==> run_1/final_congestion.png <==
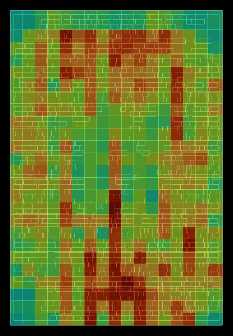
==> run_1/wire_density.png <==
Scale bar: 20 um. 24 x 35 tiles, from dark blue (low) to red (high), scaled to the fullest tile. Values are wire area over tile area, all layers added.
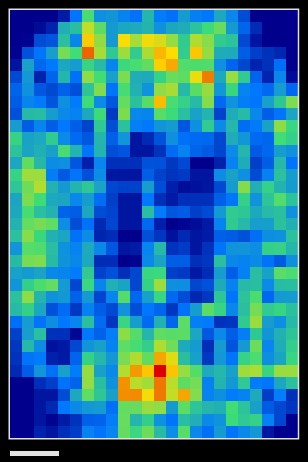
==> run_1/cell_classes.png <==
Scale bar: 20 um.
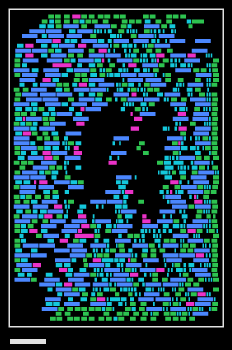
===== src/rtl/fetch_mem_unit.sv =====
// rtl/fetch_mem_unit.sv - PC/IR/MDR owner and shared memory port sequencer for the multicycle MIPS core
module fetch_mem_unit #(
  parameter logic [31:0] RESET_PC = 32'h0000_0000,
  parameter int          TIMEOUT  = 16
) (
  input  logic        clk,
  input  logic        reset,
  input  logic        pcwrite,
  input  logic        branch,
  input  logic        zero,
  input  logic [1:0]  pcsrc,
  input  logic        irwrite,
  input  logic        iord,
  input  logic        mem_rd,
  input  logic        memwrite,
  input  logic [31:0] aluresult,
  input  logic [31:0] aluout,
  input  logic [31:0] wdata,
  output logic        mem_req,
  output logic        mem_we,
  output logic [31:0] mem_addr,
  output logic [31:0] mem_wdata,
  input  logic        mem_ready,
  input  logic [31:0] mem_rdata,
  output logic        stall,
  output logic [31:0] pc,
  output logic [31:0] instr,
  output logic [31:0] mdr,
  output logic        bus_err
);

  localparam int CW = $clog2(TIMEOUT + 1);

  typedef enum logic [1:0] {IDLE, BUSY, DONE} state_t;

  state_t        state, state_nxt;
  logic [CW-1:0] tcnt;
  logic [31:0]   addr_q, wdata_q, rdata_q;
  logic          we_q;
  logic [31:0]   req_addr, pc_nxt;
  logic          req, misaligned, timeout_hit;
  logic          latch, capture, err_set, pcen;

  assign req         = mem_rd | memwrite;
  assign req_addr    = iord ? aluout : pc;
  assign misaligned  = (req_addr[1:0] != 2'b00);
  assign timeout_hit = (tcnt == CW'(TIMEOUT - 1));

  always_ff @(posedge clk or posedge reset) begin
    if (reset) state <= IDLE;
    else       state <= state_nxt;
  end

  always_comb begin
    state_nxt = state;
    stall     = 1'b0;
    mem_req   = 1'b0;
    mem_we    = 1'b0;
    latch     = 1'b0;
    capture   = 1'b0;
    err_set   = 1'b0;
    case (state)
      IDLE: begin
        if (req) begin
          stall   = 1'b1;
          latch   = 1'b1;
          // a simultaneous read+write proceeds as a write but is still an error
          err_set = misaligned | (mem_rd & memwrite);
          state_nxt = misaligned ? DONE : BUSY;
        end
      end
      BUSY: begin
        stall   = 1'b1;
        mem_req = 1'b1;
        mem_we  = we_q;
        if (mem_ready) begin
          capture   = 1'b1;
          state_nxt = DONE;
        end else if (timeout_hit) begin
          err_set   = 1'b1;
          state_nxt = DONE;
        end
      end
      DONE:    state_nxt = IDLE;
      default: state_nxt = IDLE;
    endcase
  end

  always_comb begin
    pc_nxt = pc;
    case (pcsrc)
      2'b00:   pc_nxt = aluresult;
      2'b01:   pc_nxt = aluout;
      2'b10:   pc_nxt = {pc[31:28], instr[25:0], 2'b00};
      default: pc_nxt = pc;
    endcase
  end

  assign pcen      = (pcwrite | (branch & zero)) & ~stall & (pcsrc != 2'b11);
  assign mem_addr  = addr_q;
  assign mem_wdata = wdata_q;

  always_ff @(posedge clk or posedge reset) begin
    if (reset) begin
      pc      <= RESET_PC;
      instr   <= 32'h0;
      mdr     <= 32'h0;
      bus_err <= 1'b0;
      addr_q  <= 32'h0;
      wdata_q <= 32'h0;
      rdata_q <= 32'h0;
      we_q    <= 1'b0;
      tcnt    <= '0;
    end else begin
      // rdata_q clears on every new access so error paths deliver zero
      if (latch) begin
        addr_q  <= req_addr;
        wdata_q <= wdata;
        we_q    <= memwrite;
        rdata_q <= 32'h0;
        tcnt    <= '0;
      end
      if (state == BUSY && !mem_ready)
        tcnt <= tcnt + CW'(1);
      if (capture && !we_q)
        rdata_q <= mem_rdata;
      if (err_set)
        bus_err <= 1'b1;
      if (state == DONE && !we_q) begin
        mdr <= rdata_q;
        if (irwrite && !stall)
          instr <= rdata_q;
      end
      if (pcen)
        pc <= pc_nxt;
    end
  end

endmodule


===== config.mk =====
export PLATFORM = sky130hd
export DESIGN_NAME = fetch_mem_unit
export DESIGN_NICKNAME = d
export VERILOG_FILES = /design/src/rtl/fetch_mem_unit.sv
export SDC_FILE = /design/constraint.sdc
export NUM_CORES = 1
export LEC_CHECK = 0
export CORE_ASPECT_RATIO = 1.5
export CORE_MARGIN = 1.5
export CORE_UTILIZATION = 42
export CTS_BUF_LIST = sky130_fd_sc_hd__clkbuf_8
export CTS_CLUSTER_DIAMETER = 50
export DETAILED_ROUTE_END_ITERATION = 8
export GPL_ROUTABILITY_DRIVEN = 0
export HOLD_SLACK_MARGIN = 0.02
export PLACE_DENSITY = 0.78
export SYNTH_ARGS = -nofsm -noshare
export SYNTH_HDL_FRONTEND = slang
export SYNTH_SLANG_ARGS = --single-unit
export TNS_END_PERCENT = 20

===== constraint.sdc =====
create_clock -name clk -period 7.1 [get_ports clk]
set_clock_uncertainty 0.15 [all_clocks]
set_input_delay 1.775 -clock clk [delete_from_list [all_inputs] [get_ports clk]]
set_output_delay 1.775 -clock clk [all_outputs]
set_load 0.01 [all_outputs]

==> ci_impl_report.md, run 1 <==
## Synthesis and layout report

| Metric | Value |
|---|---|
| Sum Neg Setup Slack | 0 ns |
| Seq cells post-synth | between 200 and 250 |
| Drt via density | 5.11 |
| Fill cells | 1,624 |
| Fin Hold WS | 0.320 ns |
| Synth area leader | dfrtp_1 |
| Seq cells | roughly 200 |
| Worst-path clk slew | 0.06 ns |
| Met3 usage | 5.85% |
| CTS tree | done |
| Delay-heaviest family, CP | buffers and inverters |
| Setup bufs post-CTS | 0 |
| Worst hold path type | reg2reg |
| Syn Inst Count | 745 |
| Most used cell, CP | clkdlybuf4s50_1 |
| Routed wl met2 | about 12,000 um |
| Psw | 1.71 mW |
| Setup crit start | memwrite |
| Worst path cell trace | clkdlybuf4s50_1 -> nor3_2 -> nor2_1 -> clkdlybuf4s50_1 |
| Min cycle time layout | roughly 5 ns |
| Tool Warnings | 31 |
| M1 GR Usage | between 20% and 30% |
| Distinct cell type count after synthesis | 38 |
| Clock-cell share | 5.89% |
| Data buffer area share | 25.2% |
| Startpoint types | input pin |
| Clock-net power | 1.09 mW |
| Setup slack, reg-to-reg | 4.47 ns |
| GRT overflow | 0 |
| Synthesized area | 8420 sq um |
| Slew Limit Headroom | 29.5% |
| Layout cells sized above 1 | 10.0% |
| Status | complete, no violations |
| Final WS setup | 2.00 ns |
| Setup crit end | stall |
| Synth top cells by count | 201 x dfrtp_1, 184 x nand2_1, 91 x o21ai_0, 36 x mux2_2, 35 x a22o_1 |
| Placed instance area | 11,600 sq um |
| Top cells by area | dfrtp_1 60%, nand2_1 8.2%, o21ai_0 5.4% |
| Syn Nets | 891 |
| DRC | 0 |
| Initial antenna violation count | 0 |
| Worst Path Max Fanout | 5 |
| N_taps | 260 |
| Chip width | 119 um |
| Synthesis Warnings | 0 |
| Clk buf depth | 3 |
| Comb power | 1.99 mW |
| Vias in the first global route | 7,029 |
-- final_congestion.png (at the start) --
GR peak layer: met2
gr usage total: 23.5%

-- wire_density.png (at the start) --
The fullest tile reaches 0.61. The densest ninth of the die: south. 5.2% of the tiles are nearly empty. The emptiest ninth of the die: center.
vias: 6,777
WL/cell: 18.5 um
Routed WL: 24,500 um

-- cell_classes.png (at the start) --
Magenta marks clock drivers and dummy loads, cells 59. Green marks other buffers and delay cells, cells 313. Blue marks flip-flops, cells 201. Cyan marks all other logic, cells 492.
core region area: 19,700 sq um
Final Instance Area: 12,400 sq um
num rows: 63
sequential share of cell area: 40.7%

==> run 1 -> run 2 <==
--- a/config.mk
+++ b/config.mk
@@ -7,13 +7,13 @@
 export LEC_CHECK = 0
 export CORE_ASPECT_RATIO = 1.5
 export CORE_MARGIN = 1.5
-export CORE_UTILIZATION = 42
+export CORE_UTILIZATION = 46
 export CTS_BUF_LIST = sky130_fd_sc_hd__clkbuf_8
 export CTS_CLUSTER_DIAMETER = 50
 export DETAILED_ROUTE_END_ITERATION = 8
 export GPL_ROUTABILITY_DRIVEN = 0
 export HOLD_SLACK_MARGIN = 0.02
-export PLACE_DENSITY = 0.78
+export PLACE_DENSITY = 0.81
 export SYNTH_ARGS = -nofsm -noshare
 export SYNTH_HDL_FRONTEND = slang
 export SYNTH_SLANG_ARGS = --single-unit
==> constraint.sdc (replaced) <==
create_clock -name clk -period 4.9 [get_ports clk]
set_clock_uncertainty 0.15 [all_clocks]
set_input_delay 1.225 -clock clk [delete_from_list [all_inputs] [get_ports clk]]
set_output_delay 1.225 -clock clk [all_outputs]
set_load 0.01 [all_outputs]
==> run_2/final_congestion.png <==
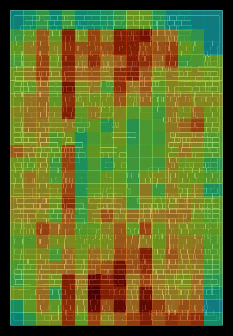
met2 Use GR: 44.3%
met3 usage: 5.84%

==> run 2 against run 1 <==
Net effect:
- global-route usage grew 2.3 points
- register-to-register slack got worse by 2.3 ns
- sequential cell count did not move
- worst hold slack improved by 0.0080 ns
- critical path type unchanged
- synthesized cell count unchanged
==> ci_impl_report.md, run 2 <==
## Synthesis and layout report

| Metric | Value |
|---|---|
| Setup crit start | memwrite (unchanged) |
| Psw | 2.41 mW (was 1.71 mW) |
| Slew Limit Headroom | 30.9% (was 29.5%) |
| Comb power | 2.89 mW (was 1.99 mW) |
| CTS tree | done (unchanged) |
| Synthesized area | 8420 sq um (unchanged) |
| Clock-net power | 1.27 mW (was 1.09 mW) |
| GRT overflow | 0 (unchanged) |
| Setup bufs post-CTS | 0 (unchanged) |
| Fill cells | 1,322 (was 1,624) |
| Status | complete, no violations (unchanged) |
| Min cycle time layout | 3.97 ns |
| Placed instance area | 11,600 sq um (about the same) |
| Syn Nets | 891 (unchanged) |
| Drt via density | 5.32 (was 5.11) |
| Syn Inst Count | 745 (unchanged) |
| N_taps | 217 (was 260) |
| Startpoint types | input pin (unchanged) |
| Gr usage total | 25.8% (was 23.5%) |
| Seq cells post-synth | 201 (unchanged) |
| Tool Warnings | 29 (was 31) |
| Clock-cell share | 4.51% (was 5.89%) |
| Data buffer area share | 25.9% (was 25.2%) |
==> run_2/gate_families.png <==
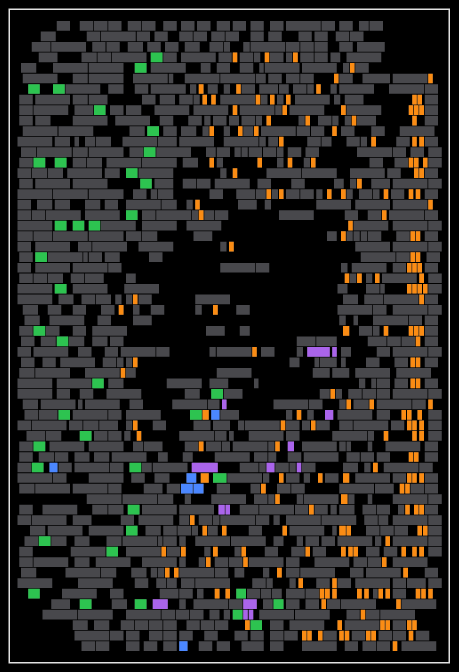

==> run 2 -> run 3 <==
==> constraint.sdc (replaced) <==
create_clock -name clk -period 4 [get_ports clk]
set_clock_uncertainty 0.15 [all_clocks]
set_input_delay 1 -clock clk [delete_from_list [all_inputs] [get_ports clk]]
set_output_delay 1 -clock clk [all_outputs]
set_load 0.01 [all_outputs]
==> run_3/gate_families.png <==
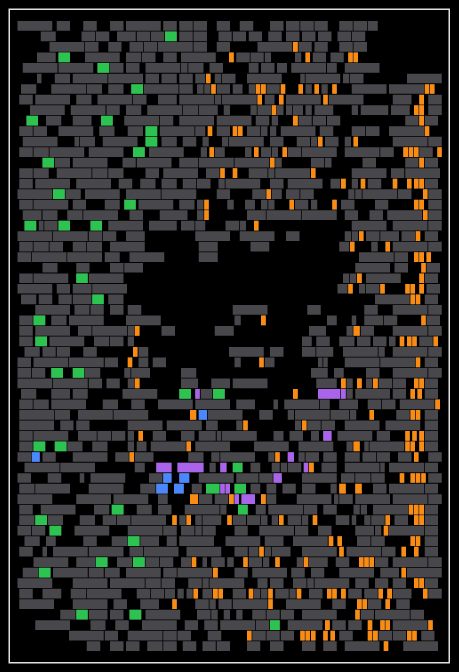
Purple marks NOR gates, cells 14. Blue marks AND and OR gates, cells 6. Green marks AND-OR and OR-AND gates, cells 39. Orange marks NAND gates, cells 190.
Comb/total area: 25.4%
Commonest Layout Cell: clkdlybuf4s50_1
Finished Layout Cells: 1,283

==> run 3 against run 2 <==
Net effect:
- worst hold slack worse by 0.0068 ns
- global-route usage down 0.76 points
- critical path type unchanged
- sequential share of layout area down 0.39 points
- clock-buffer cell count up 6
- critical endpoint unchanged
==> ci_impl_report.md, run 3 <==
## Synthesis and layout report

| Metric | Value |
|---|---|
| GR peak layer | met2 (unchanged) |
| Syn Inst Count | 745 (unchanged) |
| Sequential share of cell area | 41.0% (was 41.4%) |
| Slew Limit Headroom | 43.2% (was 30.9%) |
| Min cycle time layout | 3.55 ns |
| Status | complete, no violations (unchanged) |
| Clock-net power | 1.69 mW (was 1.27 mW) |
| Comb power | 3.55 mW (was 2.89 mW) |
| Tool Warnings | 29 (unchanged) |
| Routed WL | 24,200 um (was 24,500 um) |
| Initial antenna violation count | 0 (unchanged) |
| Most used cell, CP | clkdlybuf4s50_1 (unchanged) |
| Distinct cell type count after synthesis | 38 (unchanged) |
| Synth area leader | dfrtp_1 (unchanged) |
| Clk buf depth | 3 (unchanged) |
| Psw | 2.97 mW (was 2.41 mW) |
| Met3 usage | 6.02% (was 5.84%) |
| Seq cells | 201 (unchanged) |
| Syn Nets | 891 (unchanged) |
| Sum Neg Setup Slack | 0 ns (unchanged) |
| Vias in the first global route | 7,048 (was 6,926) |
| Delay-heaviest family, CP | buffers and inverters (unchanged) |
| Worst path cell trace | clkdlybuf4s50_1 -> nor3_2 -> nor2_1 -> clkdlybuf4s50_1 (unchanged) |
| Vias | 6,804 (was 6,777) |
| Routed wl met2 | 12,100 um (was 12,500 um) |
| GRT overflow | 0 (unchanged) |
| Worst hold path type | reg2reg (unchanged) |
| Setup bufs post-CTS | 0 (unchanged) |
| CTS tree | done (unchanged) |
| Setup slack, reg-to-reg | 1.49 ns (was 2.19 ns) |
Power and IR drop assume default switching activity.
